File: src/rtl/tbird_pkg.sv
// tbird_pkg: shared state encoding, lamp bit positions and lamp patterns
// for the tail-light sequencer.
package tbird_pkg;

    typedef enum logic [3:0] {IDLE, LA, LB, LC, RA, RB, RC, HON, HOFF} state_t;

    localparam int L1_BIT = 3;
    localparam int L2_BIT = 4;
    localparam int L3_BIT = 5;
    localparam int R1_BIT = 2;
    localparam int R2_BIT = 1;
    localparam int R3_BIT = 0;

    localparam logic [5:0] PAT_LA = 6'(1 << L1_BIT);
    localparam logic [5:0] PAT_LB = PAT_LA | 6'(1 << L2_BIT);
    localparam logic [5:0] PAT_LC = PAT_LB | 6'(1 << L3_BIT);
    localparam logic [5:0] PAT_RA = 6'(1 << R1_BIT);
    localparam logic [5:0] PAT_RB = PAT_RA | 6'(1 << R2_BIT);
    localparam logic [5:0] PAT_RC = PAT_RB | 6'(1 << R3_BIT);

    function automatic logic [5:0] leds_of(state_t s);
        return s == LA   ? PAT_LA :
               s == LB   ? PAT_LB :
               s == LC   ? PAT_LC :
               s == RA   ? PAT_RA :
               s == RB   ? PAT_RB :
               s == RC   ? PAT_RC :
               s == HON  ? 6'h3f  : 6'h00;
    endfunction

endpackage

File: src/rtl/tbird_led_sequencer_sync2.sv
// sync2: two-flop synchronizer for one asynchronous switch input.
module sync2 (
    input  logic clk,
    input  logic rst_n,
    input  logic d,
    output logic q
);

    logic meta;

    always_ff @(posedge clk) begin
        if (!rst_n) {q, meta} <= 2'b00;
        else        {q, meta} <= {meta, d};
    end

endmodule

File: src/rtl/tbird_led_sequencer.sv
// tbird_led_sequencer: frame-paced turn/hazard lamp sequencer.
// Define HAZARD_EN to add the dedicated hazard switch input.
import tbird_pkg::*;

module tbird_led_sequencer #(
    parameter int FRAMES_PER_STEP = 12
) (
    input  logic       clk,
    input  logic       rst_n,
    input  logic [9:0] vcount,
    input  logic       left,
    input  logic       right,
`ifdef HAZARD_EN
    input  logic       hazard,
`endif
    output logic [5:0] LEDS,
    output logic       step_tick,
    output logic [3:0] state_dbg
);

    logic       left_s, right_s, hazard_s;
    logic [9:0] vcount_q;
    logic [5:0] frame_cnt;
    logic       frame_tick;
    state_t     state, state_next;

    sync2 u_left  (.clk(clk), .rst_n(rst_n), .d(left),  .q(left_s));
    sync2 u_right (.clk(clk), .rst_n(rst_n), .d(right), .q(right_s));
`ifdef HAZARD_EN
    sync2 u_hazard (.clk(clk), .rst_n(rst_n), .d(hazard), .q(hazard_s));
`else
    assign hazard_s = 1'b0;
`endif

    // Tick on the first line-0 cycle of a frame only; a held zero does not retrigger.
    assign frame_tick = rst_n && vcount == '0 && vcount_q != '0;
    assign step_tick  = frame_tick && frame_cnt == 6'(FRAMES_PER_STEP - 1);
    assign state_dbg  = state;

    always_ff @(posedge clk) begin
        if (!rst_n) begin
            vcount_q  <= '0;
            frame_cnt <= '0;
            state     <= IDLE;
            LEDS      <= '0;
        end else begin
            vcount_q <= vcount;
            if (frame_tick) frame_cnt <= step_tick ? 6'd0 : frame_cnt + 6'd1;
            if (step_tick) begin
                state <= state_next;
                LEDS  <= leds_of(state_next);
            end
        end
    end

    // Hazard and both-high share the HON/HOFF alternation, so one branch serves both.
    always_comb begin
        state_next = IDLE;
        if (hazard_s || (left_s && right_s))
            state_next = state == HON ? HOFF : HON;
        else if (left_s)
            state_next = state == IDLE ? LA : state == LA ? LB : state == LB ? LC : IDLE;
        else if (right_s)
            state_next = state == IDLE ? RA : state == RA ? RB : state == RB ? RC : IDLE;
    end

endmodule

File: config.mk
export PLATFORM = sky130hd
export DESIGN_NAME = tbird_led_sequencer
export DESIGN_NICKNAME = d
export VERILOG_FILES = /design/src/rtl/tbird_pkg.sv /design/src/rtl/tbird_led_sequencer_sync2.sv /design/src/rtl/tbird_led_sequencer.sv
export SDC_FILE = /design/constraint.sdc
export NUM_CORES = 1
export LEC_CHECK = 0
export ABC_AREA = 1
export CELL_PAD_IN_SITES_DETAIL_PLACEMENT = 1
export CELL_PAD_IN_SITES_GLOBAL_PLACEMENT = 2
export CORE_UTILIZATION = 28
export CTS_CLUSTER_SIZE = 20
export DETAILED_ROUTE_END_ITERATION = 6
export GPL_TIMING_DRIVEN = 0
export PLACE_DENSITY_LB_ADDON = 0.1
export SKIP_CTS_REPAIR_TIMING = 1
export SLEW_MARGIN = 0
export SYNTH_ARGS = -nofsm -noshare
export SYNTH_HDL_FRONTEND = slang
export SYNTH_SLANG_ARGS = --single-unit
File: constraint.sdc
create_clock -name clk -period 1.7 [get_ports clk]
set_input_delay 0.34 -clock clk [delete_from_list [all_inputs] [get_ports clk]]
set_output_delay 0.34 -clock clk [all_outputs]
set_load 0.02 [all_outputs]
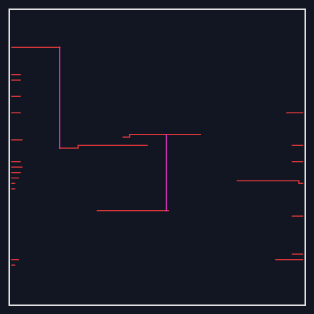
(metal layers overlaid)
(4 px per um) Two of the layers only.
- met3: red (wire length 132 um)
- met4: magenta (wire length 44.2 um)
final WL: 3390 um
Via Count: 1303
DR WL/cell: 10.8 um
global-route usage over all layers: 14.2%

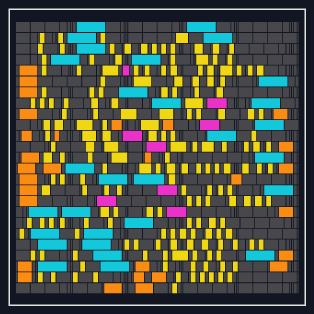
(placed cells, one color a class)
(4 px per um) Fill, decap, tap and diode cells in gray.
- flops: cyan (cells 29; share of their area 32%)
- other buffers and delay cells: orange (cells 29; share of their area 16%)
- clock drivers and dummy loads: magenta (cells 8; share of their area 5.5%)
- all other logic: yellow (cells 181; share of their area 47%)
flop share of the area: 30.2%
final instance area: 0.00193 mm2

==> flow_summary.ini <==
; implementation run metrics
[run_status]
status = finished, violations left
violations = negative setup slack

[worst_setup_path]
cp.arrival_ns = 1.37
cp_max_fo = 2

[power_and_ir_drop]
p_clk_share_pct = 43.6

[cts]
clk_pin_slew_ns = 0.07

[place]
postPlaceCellArea_mm2 = 0.00175
hpwl_um = 2600

[job]
drv_cap = 0

[die]
initCoreUtil_pct = 29.8

[synthesis]
yosysTopAreaCell = dfxtp_1
ys_area_mm2 = 0.00144
avgSynthCellArea_um2 = 6.71
edf_count = 0
yosys-top-cells-area = dfxtp_1, nand2_1, inv_1, nor2_1, nand3_1
mux_share_pct = 0

[sta]
finalClockPeriodUsage_pct = 100
setup_slack_ns = -0.00588
worst_slew_pin_slew_ns = 0.405
period_needed_ns = 1.71
setup_viol = 1

[grt]
grt_pass1_vias = 1276
grt_antenna_before_repair = 0
grt_pass1_wl_um = 5820

[drt]
highest_layer = met4
met2_length_um = 1500
wl_met3_um = 132

[final_layout]
layout_top_cell = nand2_1

[min_path]
holdCritPathClass = input pin to flop
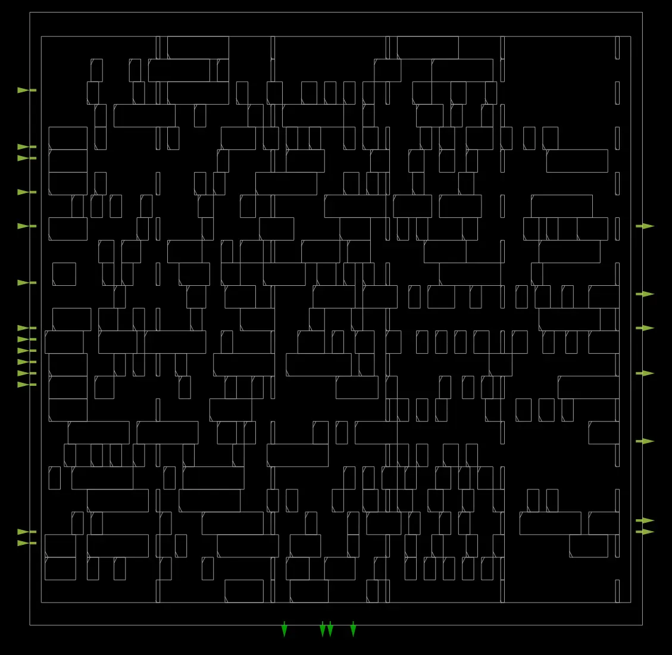
(cell outlines without signal wires)
final core occ: 40.0%
Finished Layout Cells: 314
Fillers: 646
Tapcells: 67

